===== src/rtl/jt6295_adpcm_mix.sv =====
// OKI ADPCM decoder and 4-channel mixer for the JT6295 serialized nibble stream.
// Optional build macro: JT6295_ATT_EN enables the per-channel attenuation multiplier.
module jt6295_adpcm_mix (
   input  logic               rst,
   input  logic               clk,
   input  logic               cen,
   input  logic               pipe_en,
   input  logic [3:0]         pipe_att,
   input  logic [3:0]         pipe_data,
   output logic signed [13:0] sound,
   output logic               sample
);

   function automatic logic [10:0] step_lut(input logic [5:0] idx);
      logic [10:0] s;
      case (idx)
         6'd0:  s = 11'd16;   6'd1:  s = 11'd17;   6'd2:  s = 11'd19;   6'd3:  s = 11'd21;
         6'd4:  s = 11'd23;   6'd5:  s = 11'd25;   6'd6:  s = 11'd28;   6'd7:  s = 11'd31;
         6'd8:  s = 11'd34;   6'd9:  s = 11'd37;   6'd10: s = 11'd41;   6'd11: s = 11'd45;
         6'd12: s = 11'd50;   6'd13: s = 11'd55;   6'd14: s = 11'd60;   6'd15: s = 11'd66;
         6'd16: s = 11'd73;   6'd17: s = 11'd80;   6'd18: s = 11'd88;   6'd19: s = 11'd97;
         6'd20: s = 11'd107;  6'd21: s = 11'd118;  6'd22: s = 11'd130;  6'd23: s = 11'd143;
         6'd24: s = 11'd157;  6'd25: s = 11'd173;  6'd26: s = 11'd190;  6'd27: s = 11'd209;
         6'd28: s = 11'd230;  6'd29: s = 11'd253;  6'd30: s = 11'd279;  6'd31: s = 11'd307;
         6'd32: s = 11'd337;  6'd33: s = 11'd371;  6'd34: s = 11'd408;  6'd35: s = 11'd449;
         6'd36: s = 11'd494;  6'd37: s = 11'd544;  6'd38: s = 11'd598;  6'd39: s = 11'd658;
         6'd40: s = 11'd724;  6'd41: s = 11'd796;  6'd42: s = 11'd876;  6'd43: s = 11'd963;
         6'd44: s = 11'd1060; 6'd45: s = 11'd1166; 6'd46: s = 11'd1282; 6'd47: s = 11'd1411;
         default: s = 11'd1552;
      endcase
      return s;
   endfunction

   logic [1:0]         slot_q, slot_d;
   logic signed [11:0] sig_q [4];
   logic [5:0]         idx_q [4];
   logic [1:0]         tag1_q, tag2_q;
   logic signed [11:0] term_q, term_d;
   logic signed [13:0] acc_q, acc_d, sound_q, sound_d, acc_sum;
   logic               sample_q, sample_d;

   // Decode the oldest channel entry; it is exactly one frame old.
   logic signed [11:0] cur_sig, sig_d;
   logic [5:0]         cur_idx, idx_d;
   logic [10:0]        step;
   logic [11:0]        diff;
   logic signed [13:0] sig_ext, diff_ext, sig_sum;
   logic signed [7:0]  idx_adj, idx_sum;

   always_comb begin
      cur_sig  = sig_q[3];
      cur_idx  = idx_q[3];
      step     = step_lut(cur_idx);
      diff     = {4'b0, step[10:3]}
               + (pipe_data[2] ? {1'b0, step}        : 12'd0)
               + (pipe_data[1] ? {2'b0, step[10:1]}  : 12'd0)
               + (pipe_data[0] ? {3'b0, step[10:2]}  : 12'd0);
      sig_ext  = {{2{cur_sig[11]}}, cur_sig};
      diff_ext = {2'b00, diff};
      sig_sum  = pipe_data[3] ? (sig_ext - diff_ext) : (sig_ext + diff_ext);
      case (pipe_data[2:0])
         3'd4:    idx_adj = 8'sd2;
         3'd5:    idx_adj = 8'sd4;
         3'd6:    idx_adj = 8'sd6;
         3'd7:    idx_adj = 8'sd8;
         default: idx_adj = -8'sd1;
      endcase
      idx_sum  = $signed({2'b00, cur_idx}) + idx_adj;
      sig_d    = 12'sd0;
      idx_d    = 6'd0;
      if (pipe_en) begin
         if (sig_sum > 14'sd2047)
            sig_d = 12'sd2047;
         else if (sig_sum < -14'sd2048)
            sig_d = -12'sd2048;
         else
            sig_d = sig_sum[11:0];
         if (idx_sum < 8'sd0)
            idx_d = 6'd0;
         else if (idx_sum > 8'sd48)
            idx_d = 6'd48;
         else
            idx_d = idx_sum[5:0];
      end
   end

`ifdef JT6295_ATT_EN
   function automatic logic [5:0] gain_lut(input logic [3:0] att);
      logic [5:0] g;
      case (att)
         4'd0: g = 6'd32; 4'd1: g = 6'd22; 4'd2: g = 6'd16;
         4'd3: g = 6'd11; 4'd4: g = 6'd8;  4'd5: g = 6'd6;
         4'd6: g = 6'd4;  4'd7: g = 6'd3;  4'd8: g = 6'd2;
         default: g = 6'd0;
      endcase
      return g;
   endfunction

   logic [3:0]         att1_q;
   logic signed [18:0] sig_x, gain_x, prod;
   logic               unused_prod;

   // Bits 16:5 of the product are the floor-shifted term; it always fits 12 bits.
   always_comb begin
      sig_x  = 19'(sig_q[0]);
      gain_x = {13'b0, gain_lut(att1_q)};
      prod   = sig_x * gain_x;
      term_d = prod[16:5];
   end
   assign unused_prod = ^{prod[18:17], prod[4:0]};

   always_ff @(posedge clk, posedge rst) begin
      if (rst)
         att1_q <= 4'd0;
      else if (cen)
         att1_q <= pipe_att;
   end
`else
   logic unused_att;
   assign unused_att = ^pipe_att;
   assign term_d     = sig_q[0];
`endif

   always_comb begin
      slot_d   = slot_q + 2'd1;
      acc_sum  = acc_q + {{2{term_q[11]}}, term_q};
      acc_d    = acc_sum;
      sound_d  = sound_q;
      sample_d = 1'b0;
      if (tag2_q == 2'd3) begin
         acc_d    = 14'sd0;
         sound_d  = acc_sum;
         sample_d = cen;
      end
   end

   always_ff @(posedge clk, posedge rst) begin
      if (rst) begin
         slot_q  <= 2'd0;
         tag1_q  <= 2'd0;
         tag2_q  <= 2'd0;
         term_q  <= 12'sd0;
         acc_q   <= 14'sd0;
         sound_q <= 14'sd0;
         for (int i = 0; i < 4; i++) begin
            sig_q[i] <= 12'sd0;
            idx_q[i] <= 6'd0;
         end
      end else if (cen) begin
         slot_q   <= slot_d;
         tag1_q   <= slot_q;
         tag2_q   <= tag1_q;
         term_q   <= term_d;
         acc_q    <= acc_d;
         sound_q  <= sound_d;
         sig_q[0] <= sig_d;
         idx_q[0] <= idx_d;
         for (int i = 1; i < 4; i++) begin
            sig_q[i] <= sig_q[i-1];
            idx_q[i] <= idx_q[i-1];
         end
      end
   end

   // The strobe is a plain clk register so it lasts exactly one clk cycle.
   always_ff @(posedge clk, posedge rst) begin
      if (rst)
         sample_q <= 1'b0;
      else
         sample_q <= sample_d;
   end

   assign sound  = sound_q;
   assign sample = sample_q;

endmodule


===== config.mk =====
export PLATFORM = sky130hd
export DESIGN_NAME = jt6295_adpcm_mix
export DESIGN_NICKNAME = d
export VERILOG_FILES = /design/src/rtl/jt6295_adpcm_mix.sv
export SDC_FILE = /design/constraint.sdc
export NUM_CORES = 1
export LEC_CHECK = 0
export CAP_MARGIN = 20
export CORE_MARGIN = 2
export CORE_UTILIZATION = 50
export DETAILED_ROUTE_END_ITERATION = 8
export HOLD_SLACK_MARGIN = 0.02
export MAX_ROUTING_LAYER = met4
export PLACE_DENSITY = 0.7
export SLEW_MARGIN = 40
export SYNTH_ARGS = -nofsm -noshare
export SYNTH_HDL_FRONTEND = slang
export SYNTH_SLANG_ARGS = --single-unit

===== constraint.sdc =====
create_clock -name clk -period 7.5 [get_ports clk]
set_input_delay 1.5 -clock clk [delete_from_list [all_inputs] [get_ports clk]]
set_output_delay 1.5 -clock clk [all_outputs]
set_load 0.01 [all_outputs]

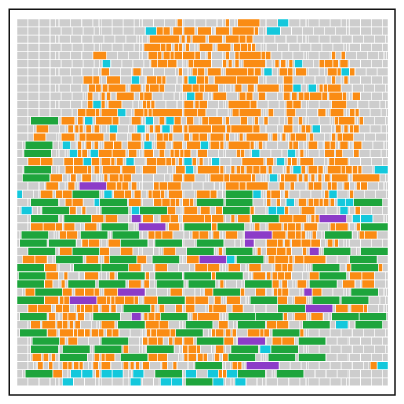
Figure 1: cell classes on the final placement.
Drawn at 3 px/um. Fill, decap, tap and diode cells in grey.
[orange] all other logic | cells: 663
[cyan] other buffers and delay cells | cells: 70
[green] flip-flops | cells: 107
[purple] clock drivers and dummy loads | cells: 15

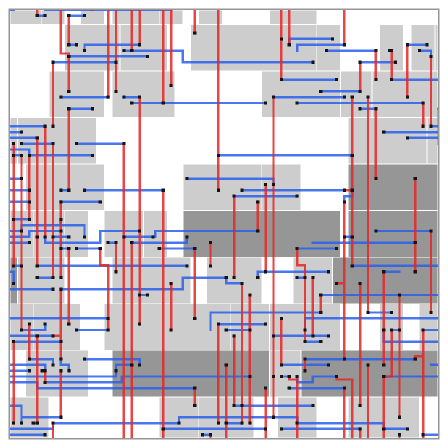
Figure 2: layout detail.
Window x 52 to 77, y 52 to 77 um. Cells in grey, sequential cells in the stronger grey; small squares are vias.
[blue] met1
[red] met2
cells with their middle in the window: 42
netlist names of flops here include: cur_sig (2), term_d (2)
most frequent: ha_1 (6), dfrtp_1 (6)
sequential cells in the window: 6

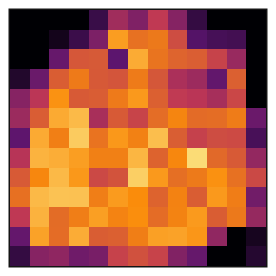
Figure 3: cell area per tile.
Drawn at 2 px/um. 13 x 13 tiles, from black (low) to pale yellow (high), 0 to 100% covered.
nearly empty tiles: 11%
mean over tiles: 52%
fullest tile: 92%
emptiest ninth of the die: upper left
tiles over 75% full: 21%

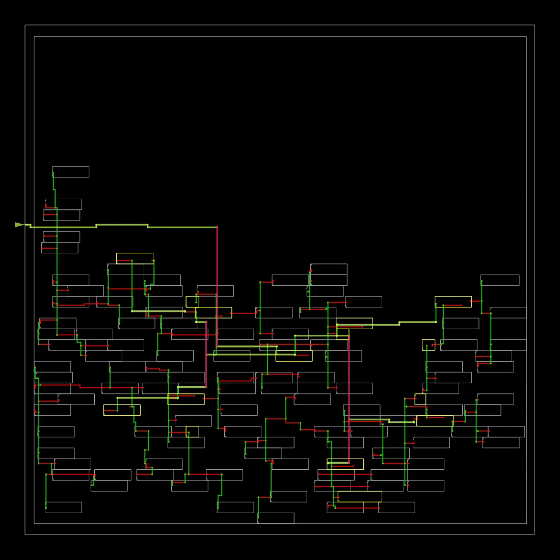
Figure 4: clock nets.
sink count of the clock tree: 107
Inserted Clock Buffers: 9

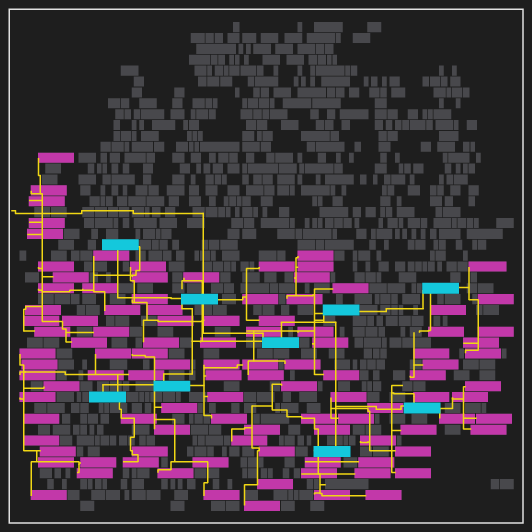
Figure 5: clock distribution.
Drawn at 4 px/um.
[magenta] flip-flops | count: 107
[cyan] cells driving clock nets | count: 9
[yellow] clock wires | length: 1190 um
routed clock nets: 10

==> job_summary.md <==
## PnR job results

| Metric | Value |
|---|---|
| Status | finished clean |
| Cell type with the largest total area | dfrtp_1 |
| Reg with most FFs | idx_q |
| Met2 track demand over resource in global routing | 37.46% |
| R2r worst-path depth | 29 |
| Tapcell Cnt | 188 |
| Highest metal used | met4 |
| Share of the final layout cell area in multi-input gates | 54.19% |
| Count of maximum capacitance violations | 0 |
| DRC violation count after routing | 0 |
| Combinational gate count | 608 |
| Overflow left after global routing | 0 |
| Init Core Util | 50.80% |
| Chip Area, Yosys | 7694 um^2 |
| Count of non-CTS buffers in the layout | 70 |
| OpenROAD warning count | 38 |
| Final number of setup-violating endpoints | 0 |
| Setup WS pre-CTS | -0.3036 ns |
| Proportion of layout cells with a drive suffix above 1 | 16.84% |
| Area delta synth->final | 13.68% |
| Worst setup path class | flop to flop |
| GRT Max-Usage Layer | met2 |
| Overall routing resource usage | 21.90% |
| Routed metal-1 wire length | 7592 um |
| Reg2Reg Capture Point | term_d[7]$_DFFE_PP0P_ |
| Number of gates given a new drive strength after cts | 0 |
| WL per Instance | 16.07 um |
| Post-layout util | 57.74% |
| H-tree levels | 3 |
| Library cell used as clock root buffer | clkbuf_16 |
| Primary FF master, synth | dfrtp_1 |
| Cell Count, Final, Fillers Out | 1043 |
| Slew @ Worst Pin | 0.8220 ns |
| Largest net degree at the start of global routing | 79 |
| Input/output buffers | 22 |
| Largest class | logic gates |
| Highest net fanout along the worst path | 11 |
| Leading cell type by number of instances after synthesis | dfrtp_1 |
| Sequential cell count | 107 |
| Top cells by count, synth | dfrtp_1 (107), nand2_1 (78), o21ai_0 (61) |
| Final critical-path setup slack | 0.4047 ns |
| Yosys warning total | 0 |
| Synth mux share | 7.822% |
| Clock network area share | 3.405% |
| Number of stages on the worst hold path | 1 |
| Async set-reset flop share out of synthesis | 100.0% |
| Number of fill cells in the layout | 1259 |
| Worst clock skew | 0.01189 ns |
| Top-area cell share | 34.80% |
| Worst path max stage delay | 0.56 ns |
| Placed Instances | 1027 |
| Max transition margin | 44.50% |
| Detailed Route Iter0 Violations | 363 |
| Minimum clock period | 7.095 ns |
| Count of hold-fix buffers inserted at cts | 0 |
| Average cell area after synthesis | 9.593 um^2 |
| Adder-cell area share of the yosys netlist | 14.47% |
| Met2 Routed Length | 8593 um |
| Number of logic inverters in the finished layout | 55 |
| Number of global-route vias before repair | 6075 |
| Synth Seq Share | 34.80% |
| FF+latch count, synth | 107 |
| XOR/XNOR Fraction of Synth Area | 4.976% |
| Final estimated routing congestion in global placement | 0.8924 |
| CP delay by family, top | AND-OR/OR-AND gates |
| Origin of the worst min-delay path | slot_q[1]$_DFFE_PP0P_ |
| Critical Path Start Type | flop |
| Site Rows | 45 |
| Pre-Repair DR Iteration Count | 5 |
| Worst skew pair latency | 0.35 ns |
| Cycle use final | 94.60% |
| Worst-path cell with the longest stage delay | fa_1 |
| Post-synth tally of flip-flops with integrated enable | 0 |
| Worst hold path class | flop to flop |
| Crit path launch | cur_idx[1]$_DFFE_PP0P_ |
| Grt met1 use | 27.44% |
| Register-to-Register Setup Slack | 0.40 ns |
| Arrival time at the worst endpoint | 7.33 ns |
| Sum of negative setup slack | 0 ns |
